<file path="src/rtl/uart_rx_pkg.sv">
// Shared constants for the UART receive path.
// Stop-bit and parity codes match the values used by uart_tx.
package uart_rx_pkg;

  localparam int unsigned STOP_BITS_ONE      = 1;
  localparam int unsigned STOP_BITS_ONE_HALF = 2;
  localparam int unsigned STOP_BITS_TWO      = 3;

  localparam int unsigned PARITY_NONE = 1;
  localparam int unsigned PARITY_ODD  = 2;
  localparam int unsigned PARITY_EVEN = 3;

  // 2-of-3 vote used when majority sampling is built in
  function automatic logic maj3(input logic a, input logic b, input logic c);
    return (a & b) | (a & c) | (b & c);
  endfunction

endpackage

</file>
<file path="src/rtl/uart_rx_sync.sv">
// 2-FF synchroniser with falling-edge detect on the synchronised value.
// RESET_VAL sets the value all stages take in reset (1 for an idle-high line).
module uart_rx_sync #(
  parameter logic RESET_VAL = 1'b1
) (
  input  logic i_clk,
  input  logic i_arst_n,
  input  logic i_async,
  output logic o_sync,
  output logic o_fall
);

  logic meta;
  logic sync_q;
  logic sync_prev;

  // Two-stage synchroniser plus one history stage for edge detection
  always_ff @(posedge i_clk or negedge i_arst_n) begin
    if (!i_arst_n) begin
      meta      <= RESET_VAL;
      sync_q    <= RESET_VAL;
      sync_prev <= RESET_VAL;
    end else begin
      meta      <= i_async;
      sync_q    <= meta;
      sync_prev <= sync_q;
    end
  end

  assign o_sync = sync_q;
  assign o_fall = sync_prev & ~sync_q;

endmodule

</file>
<file path="src/rtl/uart_rx.sv">
// UART receiver: start-bit validation, mid-bit sampling MSB first,
// optional parity, first stop bit checked, one-cycle o_valid pulse.
// Optional build macro UART_RX_MAJORITY_EN: each bit is the 2-of-3 vote
// around mid-bit, decided one cycle later.
module uart_rx
  import uart_rx_pkg::*;
#(
  parameter int unsigned F_CLK      = 50_000_000,
  parameter int unsigned BAUDRATE   = 9600,
  parameter int unsigned DATA_WIDTH = 8,
  parameter int unsigned STOP_BITS  = STOP_BITS_ONE,
  parameter int unsigned PARITY     = PARITY_NONE
) (
  input  logic                  i_clk,
  input  logic                  i_arst_n,
  input  logic                  i_rx,
  output logic [DATA_WIDTH-1:0] o_data,
  output logic                  o_valid,
  output logic                  o_parity_err,
  output logic                  o_frame_err,
  output logic                  o_busy
);

  localparam int unsigned BAUD_DIV   = F_CLK / BAUDRATE;
  localparam int unsigned HALF_DIV   = BAUD_DIV / 2;
  localparam int unsigned PAR_BITS   = (PARITY != PARITY_NONE) ? 1 : 0;
  localparam int unsigned FRAME_BITS = 1 + DATA_WIDTH + PAR_BITS + 1;
  localparam int unsigned CNT_W      = $clog2(BAUD_DIV);
  localparam int unsigned IDX_W      = $clog2(FRAME_BITS);

  if (BAUD_DIV < 4) begin : g_bad_baud
    $fatal(1, "uart_rx: BAUD_DIV must be at least 4");
  end
  if (STOP_BITS < 1 || STOP_BITS > 3) begin : g_bad_stop
    $fatal(1, "uart_rx: STOP_BITS code out of range");
  end
  if (PARITY < 1 || PARITY > 3) begin : g_bad_parity
    $fatal(1, "uart_rx: PARITY code out of range");
  end

  typedef enum logic [6:0] {
    S_IDLE   = 7'b0000001,
    S_START  = 7'b0000010,
    S_DATA   = 7'b0000100,
    S_PARITY = 7'b0001000,
    S_STOP   = 7'b0010000,
    S_DONE   = 7'b0100000,
    S_BREAK  = 7'b1000000
  } state_t;

  state_t                  state;
  logic [CNT_W-1:0]        cnt;
  logic [IDX_W-1:0]        idx;
  logic [DATA_WIDTH-1:0]   sh;
  logic                    par_err;
  logic                    rx_s;
  logic                    rx_fall;
  logic                    bit_now;
  logic                    sample;

  uart_rx_sync #(
    .RESET_VAL(1'b1)
  ) u_sync (
    .i_clk    (i_clk),
    .i_arst_n (i_arst_n),
    .i_async  (i_rx),
    .o_sync   (rx_s),
    .o_fall   (rx_fall)
  );

`ifdef UART_RX_MAJORITY_EN
  // Majority mode samples one cycle later so the vote can include sample+1
  localparam int unsigned START_AT = HALF_DIV;
  logic rx_d1;
  logic rx_d2;

  // History of rx_s for the sample-1 / sample / sample+1 vote
  always_ff @(posedge i_clk or negedge i_arst_n) begin
    if (!i_arst_n) begin
      rx_d1 <= 1'b1;
      rx_d2 <= 1'b1;
    end else begin
      rx_d1 <= rx_s;
      rx_d2 <= rx_d1;
    end
  end

  assign bit_now = maj3(rx_d2, rx_d1, rx_s);
`else
  localparam int unsigned START_AT = HALF_DIV - 1;

  assign bit_now = rx_s;
`endif

  localparam logic [CNT_W-1:0] START_LAST = CNT_W'(START_AT);
  localparam logic [CNT_W-1:0] BIT_LAST   = CNT_W'(BAUD_DIV - 1);
  localparam logic [IDX_W-1:0] LAST_DATA  = IDX_W'(DATA_WIDTH);

  // Sample strobe: half a bit after t0 for the start bit, then every bit period
  always_comb begin
    sample = 1'b0;
    if (state == S_START) sample = (cnt == START_LAST);
    else                  sample = (cnt == BIT_LAST);
  end

  // Baud counter and frame bit index; both idle at zero outside a frame
  always_ff @(posedge i_clk or negedge i_arst_n) begin
    if (!i_arst_n) begin
      cnt <= '0;
      idx <= '0;
    end else if (state == S_IDLE || state == S_DONE || state == S_BREAK) begin
      cnt <= '0;
      idx <= '0;
    end else if (sample) begin
      cnt <= '0;
      idx <= idx + 1'b1;
    end else begin
      cnt <= cnt + 1'b1;
    end
  end

  // Frame state machine with registered outputs
  always_ff @(posedge i_clk or negedge i_arst_n) begin
    if (!i_arst_n) begin
      state        <= S_IDLE;
      sh           <= '0;
      par_err      <= 1'b0;
      o_data       <= '0;
      o_valid      <= 1'b0;
      o_parity_err <= 1'b0;
      o_frame_err  <= 1'b0;
      o_busy       <= 1'b0;
    end else begin
      case (state)
        S_IDLE: begin
          if (rx_fall) begin
            state   <= S_START;
            par_err <= 1'b0;
            o_busy  <= 1'b1;
          end
        end
        S_START: begin
          if (sample) begin
            if (bit_now) begin
              state  <= S_IDLE;
              o_busy <= 1'b0;
            end else begin
              state <= S_DATA;
            end
          end
        end
        S_DATA: begin
          if (sample) begin
            sh <= DATA_WIDTH'({sh, bit_now});
            if (idx == LAST_DATA) state <= (PAR_BITS != 0) ? S_PARITY : S_STOP;
          end
        end
        S_PARITY: begin
          if (sample) begin
            if (PARITY == PARITY_ODD) par_err <= (bit_now != ~^sh);
            else                      par_err <= (bit_now != ^sh);
            state <= S_STOP;
          end
        end
        S_STOP: begin
          if (sample) begin
            o_valid      <= 1'b1;
            o_data       <= sh;
            o_parity_err <= par_err;
            o_frame_err  <= ~bit_now;
            state        <= S_DONE;
          end
        end
        S_DONE: begin
          o_valid <= 1'b0;
          if (o_frame_err) begin
            state <= S_BREAK;
          end else begin
            state  <= S_IDLE;
            o_busy <= 1'b0;
          end
        end
        S_BREAK: begin
          if (rx_s) begin
            state  <= S_IDLE;
            o_busy <= 1'b0;
          end
        end
        default: begin
          state   <= S_IDLE;
          o_valid <= 1'b0;
          o_busy  <= 1'b0;
        end
      endcase
    end
  end

endmodule

</file>
<file path="config.mk">
export PLATFORM = sky130hd
export DESIGN_NAME = uart_rx
export DESIGN_NICKNAME = d
export VERILOG_FILES = /design/src/rtl/uart_rx_pkg.sv /design/src/rtl/uart_rx_sync.sv /design/src/rtl/uart_rx.sv
export SDC_FILE = /design/constraint.sdc
export NUM_CORES = 1
export LEC_CHECK = 0
export ABC_CLOCK_PERIOD_IN_PS = 4550
export CAP_MARGIN = 20
export CORE_MARGIN = 2
export CORE_UTILIZATION = 62
export DETAILED_ROUTE_END_ITERATION = 8
export GPL_TIMING_DRIVEN = 1
export PLACE_DENSITY = 0.83
export SLEW_MARGIN = 20
export SYNTH_ARGS = -nofsm -noshare
export SYNTH_HDL_FRONTEND = slang
export SYNTH_SLANG_ARGS = --single-unit
export TNS_END_PERCENT = 30
</file>
<file path="constraint.sdc">
create_clock -name i_clk -period 4.55 [get_ports i_clk]
set_input_delay 0.455 -clock i_clk [delete_from_list [all_inputs] [get_ports i_clk]]
set_output_delay 0.455 -clock i_clk [all_outputs]
set_load 0.02 [all_outputs]
</file>
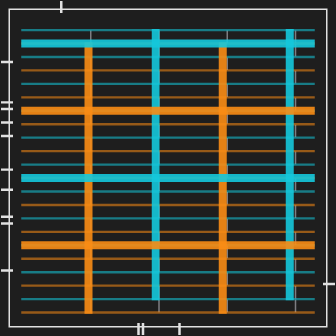
run_1/pdn.png
Pins as bars on the die edge. Tap cells in grey.
[VDD] cyan
[VSS] orange
met4 straps: 4
met5 straps: 4
tap cells: 46

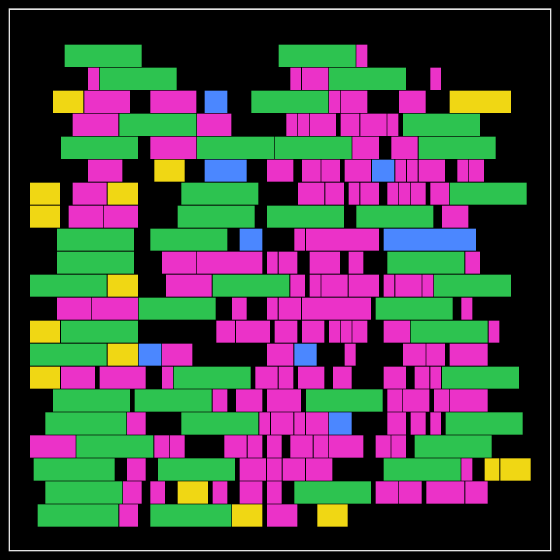
run_1/cell_classes.png
[flops] green | cells: 45
[clock drivers and dummy loads] blue | cells: 8
[all other logic] magenta | cells: 135
[other buffers and delay cells] yellow | cells: 15

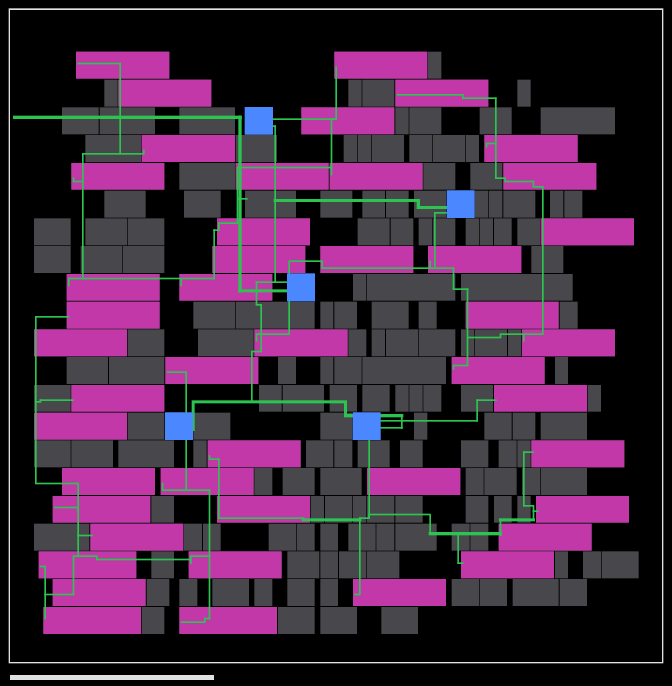
run_1/clock_map.png
The bar under the picture is 20 microns long.
[clock wires] green | length: 502 microns
[flip-flops] magenta | count: 45
[cells driving clock nets] blue | count: 5
flops lie: spread over the die
routed clock nets: 6
clk ins delay skew pair: 0.35 ns
Clk power: 0.261 mW
clock network power share: 29.7%

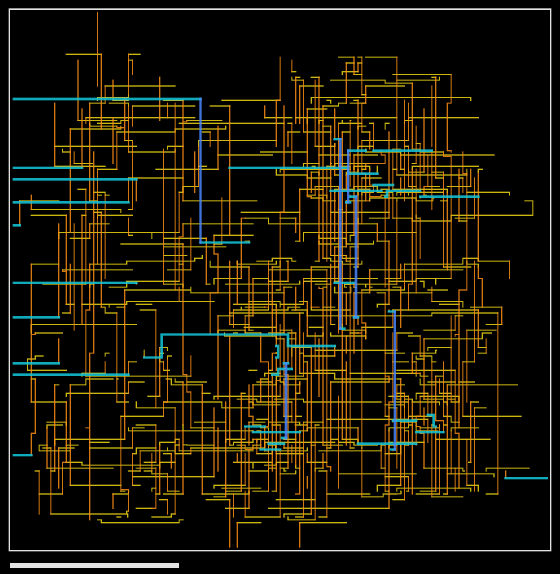
run_1/metal_stack.png
The bar under the picture is 20 microns long.
[met2] orange | wire length: 2150 microns
[met3] cyan | wire length: 222 microns
[met1] yellow | wire length: 1760 microns
[met4] blue | wire length: 85.0 microns

==> results.yml, run 1 <==
# generated from flow reports
synth:
  yosysTopAreaCell: "dfrtp_1"
  ys_cells: 190
  async_flop_share_pct: 100
  synth-edff-count: 0
  yosys-top-cells-count: "dfrtp_1, nor2_1, mux2_2, mux2_4, nand3_1"
clock_tree:
  h-tree-depth: 2
  clock_sinks: 45
  cts_made_buffers: 5
critical_path:
  critical_path_class: "register to register"
  end_kind: "register"
  reg2reg_from: "state[6]"
  r2r-end: "o_data[7]"
  start_kind: "register"
worst_hold_path:
  hp-start: "u_sync.meta"
  min_delay_path_depth: 0
final_timing:
  hold_viol: 0
  setup_slack_ns: 1.82
  min_period_over_period_pct: 60.1
  holdWs_ns: 0.372
  finalClockSkew_ns: 0.00501
  final-setup-viol-count: 0
  min_period_ns: 2.73
  tightest_slew_ns: 0.661
die:
  chip_area_sq_um: 4080
  initial_core_util_pct: 65.6
  die_h_microns: 63.9
layout:
  area_growth_pct: 10.1
run_status:
  outcome: "finished, final reports clean"
place:
  dp_slack_ns: 1.85
  postPlaceCellArea_sq_um: 2330
route:
  drt-pass1-iter-count: 5
  finalWirelength_microns: 4220
  wl_per_cell_microns: 16.9
flow_run:
  warnings: 27
global_routing:
  grt_pass1_vias: 1527
  grt_max_degree: 46
==> run 1: kinds of logic (layout without fill, tap and decap cells) <==
family | after synthesis | count (layout) | share of synthesized area [%]
AND/OR/NAND/NOR | 68 | 68 | 18.7
other | 1 | 1 | 0.169
adder cells (fa/ha/maj) | 3 | 3 | 1.69
flip-flops | 45 | 45 | 50.8
multiplexers | 18 | 18 | 10.9
AND-OR/OR-AND | 27 | 27 | 8.27
buffers and inverters | 15 | 28 | 4.33
XOR/XNOR | 13 | 13 | 5.12
==> run 1: worst max-delay path: stages (launching register included) <==
cell and delay (ns):
dfrtp_1 0.48, or4_4 0.56, or2_4 0.27, mux2i_4 0.26, nor4_4 0.65, mux2_2 0.41
==> run 1: cell usage in the layout (no fill, tap or decap), drive strengths merged, types with 2 or more instances in the layout <==
cell,instances
a21oi,5
nand2,5
o21ai,8
inv,5
buf,2
or2,2
xnor2,7
nand4b,2
xor2,6
clkdlybuf4s50,12
o31ai,4
nand3,8
dfstp,4
mux2,16
nor2,20
nor3,5
o211ai,3
nor2b,2
nand2b,3
mux2i,2
ha,3
dfrtp,41
nand3b,2
or4,7
clkbuf,6
and3,6
==> run 1: metal layers <==
layer / track usage [%] / wire [microns] / vias to the layer above
met5: 0 / 0 / -
met4: 9.78 / 85 / 0
met3: 6.34 / 221 / 12
met2: 38.3 / 2150 / 60
met1: 28.7 / 1760 / 752
li1: - / - / 701
==> run 1: how the worst max path moves through the flow <==
stage,startpoint,slack (ns),endpoint,cells after the start
2_1_floorplan,state[5],2.01,sh[0],7
3_3_place_gp,state[6],1.91,o_data[5],5
3_5_place_dp,state[6],1.85,o_data[7],5
4_1_cts,state[6],1.81,o_data[7],5
5_1_grt,state[6],1.67,o_data[7],5
6_report,state[6],1.82,o_data[7],5
==> run 1: stage by stage <==
stage / utilization (%) / cells
5_1_grt: 72.2 / 249
4_1_cts: 71.4 / 247
3_5_place_dp: 68.7 / 239
6_report: 72.2 / 249
2_1_floorplan: - / 190
3_3_place_gp: 68.7 / 239
==> run 1: where the power goes <==
part,internal [mW],total [mW],switching (mW)
logic,0.0625,0.164,0.102
registers,0.426,0.455,0.0287
clock network,0.131,0.261,0.130
total,0.619,0.880,0.261
==> run 1: layout make-up <==
| cell class | instances | area [sq um] | share of cell area (%) |
|---|---|---|---|
| Clock buffer | 6 | 51.3 | 2.10 |
| Clock inverter | 2 | 37.5 | 1.53 |
| Timing Repair Buffer | 15 | 155 | 6.34 |
| Sequential cell | 45 | 1130 | 46.2 |
| Multi-Input combinational cell | 130 | 997 | 40.7 |
| Inverter | 5 | 18.8 | 0.766 |
| Tap cell | 46 | 57.6 | 2.35 |
==> run 1: flip-flops by register name (all words and copies together) (netlist names) <==
register          count
o_frame_err           1
u_sync.o_sync         1
cnt                  13
idx                   4
u_sync.sync_prev      1
o_data                8
o_busy                1
sh                    8
u_sync.meta           1
state                 6
o_valid               1
==> run 1: timing repair <==
item,CTS,global route
resized,0,0
hold buffers,0,1
endpoints found under the hold margin,0,5
--- run 2 (diff from run 1) ---
- ABC_CLOCK_PERIOD_IN_PS: 4550 -> 2460
- CORE_UTILIZATION: 62 -> 52
- PLACE_DENSITY: 0.83 -> 0.74
- clock period: 4.55 -> 2.46 ns (I/O delays scaled with it)
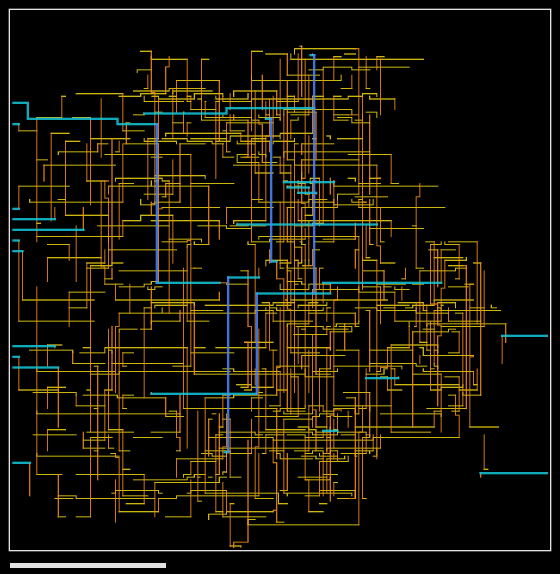
run_2/metal_stack.png
The bar under the picture is 20 microns long.
[met4] blue | wire length: 105 microns
[met3] cyan | wire length: 177 microns
[met1] yellow | wire length: 1870 microns
[met2] orange | wire length: 1960 microns
total track usage: 18.8%
Post-Route WL: 4110 microns
wire length per cell: 15.7 microns
routed via count: 1503

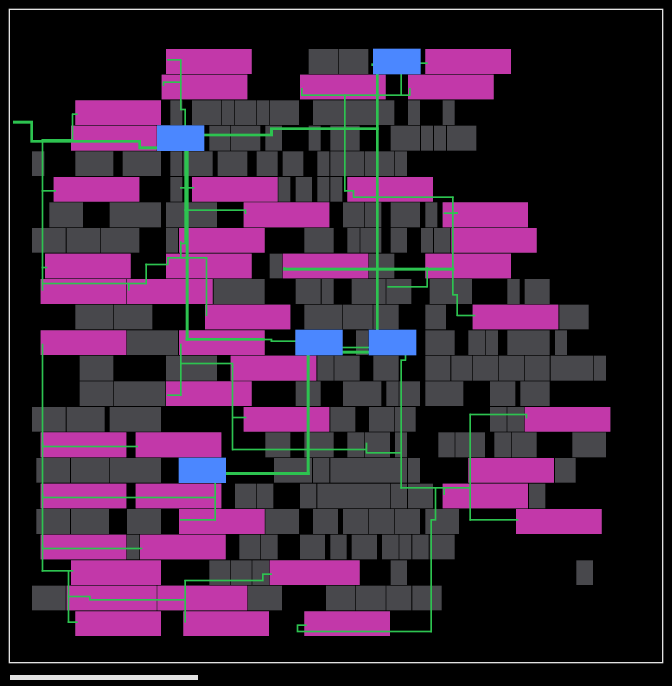
run_2/clock_map.png
The bar under the picture is 20 microns long.
[cells driving clock nets] blue | count: 5
[clock wires] green | length: 550 microns
[flip-flops] magenta | count: 45
flops lie: spread over the die
Clk power: 0.461 mW
Max Clock Skew: 0.00927 ns
clk ins delay skew pair: 0.31 ns
clock network power share: 28.5%

==> run 2 against run 1 <==
Clock power up 77%. Combinational power rose by 92%. Total power is 84% higher. Register-to-register slack got worse by 1.8 ns. Count of clock-buffer cells in the layout unchanged. Critical path depth is the same. Non-clock buffer count is 9 higher.
==> results.yml, run 2 <==
# generated from flow reports
die:
  chip_area_sq_um: 4820
  initial_core_util_pct: 54.8
  rows: 23
  top_level_ports: 15
  die_h_microns: 69.4
critical_path:
  start_kind: "register"
  critical_path_class: "register to register"
layout:
  final_common_cell: "dfrtp_1"
  area_growth_pct: 12.9
  largest_register: "cnt"
  final_cell_mix: "dfrtp_1, nor2_1, clkdlybuf4s50_1"
  biggestRegsByFlops: "cnt x13, o_data x8, sh x8"
  largest_reg_flops: 13
clock_tree:
  ctsHoldBuffers: 0
  h-tree-depth: 2
  cts_made_buffers: 5
  clock_sinks: 45
synth:
  yosys-top-cells-count: "dfrtp_1, nor2_1, mux2_2, mux2_4, nand3_1"
  synth_top_area_share_pct: 46.1
  simple_gate_share_pct: 18.7
  mux_share_pct: 10.9
  yosysTopAreaCell: "dfrtp_1"
  ys_sh_aoi_pct: 8.27
  async_flop_share_pct: 100
  synth.logic.top_family: "simple AND/OR/NAND/NOR gates"
  ys_cells: 190
  synth-edff-count: 0
final_timing:
  final-setup-viol-count: 0
  hold_viol: 0
  fmax_mhz: 417
  min_period_ns: 2.40
  min_period_over_period_pct: 97.6
  tightest_slew_ns: 0.982
global_routing:
  grt_pass1_vias: 1566
  grt_util_met1_pct: 23.8
  use_met2_pct: 29.5
  busiest_layer: "met2"
flow_run:
  warnings: 27
run_status:
  outcome: "finished, final reports clean"
route:
  routed_via_density: 5.74
  drt-pass1-iter-count: 4
power:
  power_density_nw_per_um2: 643
[run 2: final timing paths]
path / startpoint / to / slack (ns) / cells after the start
worst max register to register: state[4] / sh[0] / 0.06 / 5
worst max-delay path: state[4] / sh[0] / 0.06 / 5
worst min-delay path: i_arst_n / idx[0] / 0.09 / 1
max in group asynchronous: i_arst_n / cnt[7] / 1.75 / 1
worst min register to register: u_sync.meta / u_sync.o_sync / 0.36 / 0
min in group i_clk: i_rx / u_sync.meta / 0.34 / 1
[run 2: layout make-up]
cell class | count | area [sq um]
Fill cell | 330 | 1550
Inverter | 5 | 18.8
Clock inverter | 2 | 15.0
Multi-Input combinational cell | 130 | 1000
Tap cell | 50 | 62.6
Clock buffer | 6 | 72.6
Timing Repair Buffer | 24 | 211
Sequential cell | 45 | 1130
[run 2: repair_timing]
action | 4_1_cts | 5_1_grt
setup endpoints to repair | 0 | 9
setup buffers | 0 | 3
gates resized | 0 | 2
[run 2: logic make-up (layout without fill, tap and decap cells)]
kind of cell | after synthesis | after routing
compound gates | 27 | 27
mux | 18 | 18
buf+inv | 15 | 37
other cells | 1 | 1
xor+xnor | 13 | 13
fa+ha+maj | 3 | 3
simple gates | 68 | 68
flops | 45 | 45
[run 2: critical path, cell delays in order, from the launching register on]
cell     delay, ns
dfrtp_1       0.40
or4_4         0.51
or2_4         0.26
mux2i_4       0.21
or4_4         0.55
mux2_4        0.34
[run 2: power breakdown]
group          switching (mW)  internal (mW)
clock network           0.261          0.200
registers              0.0516          0.788
logic                   0.192          0.123
[run 2: routing by layer]
metal,up-vias,wire length [microns]
met3,11,176
met2,37,1960
li1,718,-
met1,737,1870
met4,0,104
met5,-,0
[run 2: through the flow]
stage	hold WS, ns	utilization [%]	instance area [sq um]	worst slack (ns)	cells
after global placement	0.348	59.0	2390	0.0711	251
after detailed placement	0.351	59.0	2390	0.0145	251
after global routing	0.167	61.9	2510	0.00542	262
final	0.0917	61.9	2510	0.0596	262
after floorplan	-0.0496	-	2230	0.0158	190
after CTS	0.126	61.2	2480	0.00247	259
--- run 3 (diff from run 2) ---
- PLACE_DENSITY: 0.74 -> 0.75
- SYNTH_HIERARCHICAL: unset -> 1
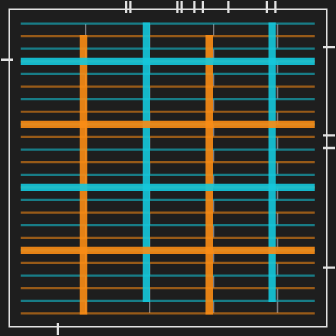
run_3/pdn.png
Pins as bars on the die edge. Tap cells in grey.
[VDD] cyan
[VSS] orange
met4 straps: 4
tap cells: 50
met1 rails: 24
rows: 23

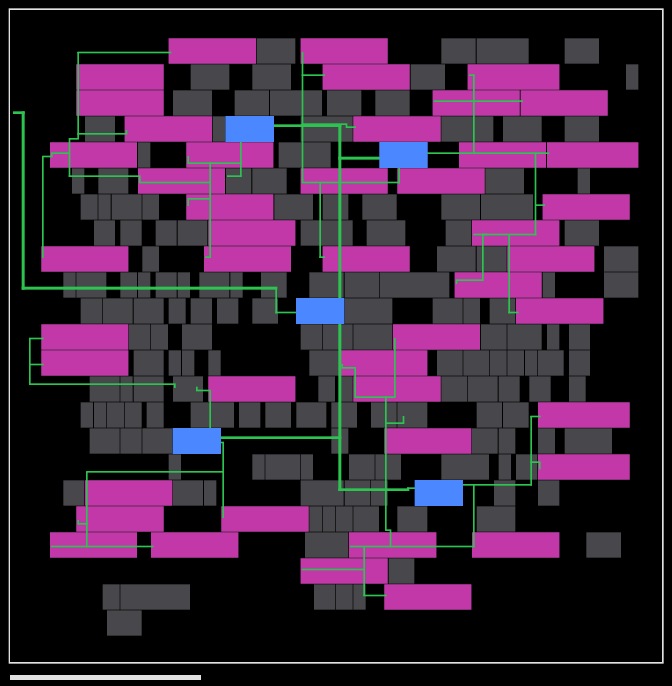
run_3/clock_map.png
The bar under the picture is 20 microns long.
[cells driving clock nets] blue | count: 5
[clock wires] green | length: 484 microns
[flip-flops] magenta | count: 45
flops lie: spread over the die
routed clock nets: 6

==> run 3 against run 2 <==
Sequential power increased by 3.7%. Synthesized area decreased by 3.7%. Critical path type unchanged. Clock skew about the same. Die size decreased by 3.4%. Highest routed layer unchanged. Largest cell class unchanged.
==> results.yml, run 3 <==
# generated from flow reports
final_timing:
  holdWs_ns: 0.342
  fmax_mhz: 414
  hold_viol: 0
  min_period_ns: 2.42
power:
  switching_power_mw: 0.545
  clockPowerShare_pct: 27.1
  pwr-share-seq_pct: 50.6
  internal_power_mw: 1.17
layout:
  fill_cells: 309
  largest_register: "cnt"
  seqCellArea_sq_um: 1130
  area_growth_pct: 17.2
  comb_area_sq_um: 956
synth:
  synth-edff-count: 0
  ys_cells: 182
  yosysTopAreaCell: "dfrtp_1"
  yosys-top-cells-count: "dfrtp_1, nor2_1, mux2_2, nand3_1, xor2_1"
  simple_gate_share_pct: 19.5
  mux_share_pct: 11.7
critical_path:
  reg2reg_from: "state[6]"
  r2r_cells: 6
  start_kind: "register"
global_routing:
  grt_util_met1_pct: 27.1
  busiest_layer: "met2"
  grt_usage_pct: 19.8
  grt_pass1_vias: 1429
route:
  vias: 1451
  routed_via_density: 5.58
  wl_per_cell_microns: 15.6
flow_run:
  warnings: 28
clock_tree:
  h-tree-depth: 2
  clk_latency_ns: 0.30
  cts_setup_buffers: 0
die:
  die_h_microns: 68.2
  initial_core_util_pct: 54.0
run_status:
  outcome: "finished, final reports clean"
## run 3: worst max-delay path: stages, from the launching register on
cell	delay [ns]
dfrtp_1	0.38
or4b_4	0.54
or3_4	0.37
mux2i_2	0.20
nor3_2	0.33
buf_12	0.18
mux2_4	0.30
## run 3: cells by family after synthesis
kind of cell / after synthesis
flops: 45
compound gates: 20
simple gates: 70
xor+xnor: 12
other cells: 1
buf+inv: 11
fa+ha+maj: 3
mux: 20
## run 3: final cells by class
type                       instances  area share, %
inverter                           6          0.896
sequential                        45           45.0
tap                               50           2.49
multi-input combinational        126           38.0
timing repair buffer              25           9.81
clock buffer                       5           2.74
clock inverter                     3          0.996
## run 3: power by group through the flow
stage	sequential, mW	combinational (mW)	clock, mW
finish	0.870	0.384	0.466
detailed placement	0.882	0.370	0
global route	0.881	0.431	0.515
global placement	0.879	0.358	0
floorplan	0.873	0.269	0
CTS	0.868	0.375	0.480
## run 3: timing repair
| action | CTS | global route |
|---|---|---|
| hold buffers | 0 | 1 |
| endpoints found under the hold margin | 0 | 8 |
| endpoints found under the setup margin | 0 | 10 |
| resized | 0 | 3 |
## run 3: worst max path at each step
stage                end  slack [ns]  cells past startpoint
2_1_floorplan      sh[0]        0.04                      5
3_3_place_gp   o_data[7]         0.1                      6
3_5_place_dp   o_data[2]        0.03                      6
4_1_cts        o_data[6]        0.03                      6
5_1_grt        o_data[2]       -0.04                      6
6_report       o_data[6]        0.04                      6
## run 3: per-layer routing
layer / routed length (microns) / part of all wire, % / up-vias
li1: - / - / 701
met1: 1880 / 46 / 713
met2: 1960 / 48 / 30
met3: 168 / 4.1 / 7
met4: 56 / 1.4 / 0
met5: 0 / 0 / -
## run 3: metrics by stage
stage / setup slack [ns] / std cells / instance area (sq um) / util [%]
2_1_floorplan: 0.0428 / 182 / 2140 / -
3_5_place_dp: 0.0287 / 250 / 2380 / 59.9
6_report: 0.0418 / 260 / 2510 / 63.3
4_1_cts: 0.0258 / 258 / 2470 / 62.2
3_3_place_gp: 0.0961 / 250 / 2380 / 59.9
5_1_grt: -0.0425 / 260 / 2510 / 63.3
Power figures rest on the tool's default switching activity, not on a simulated workload.
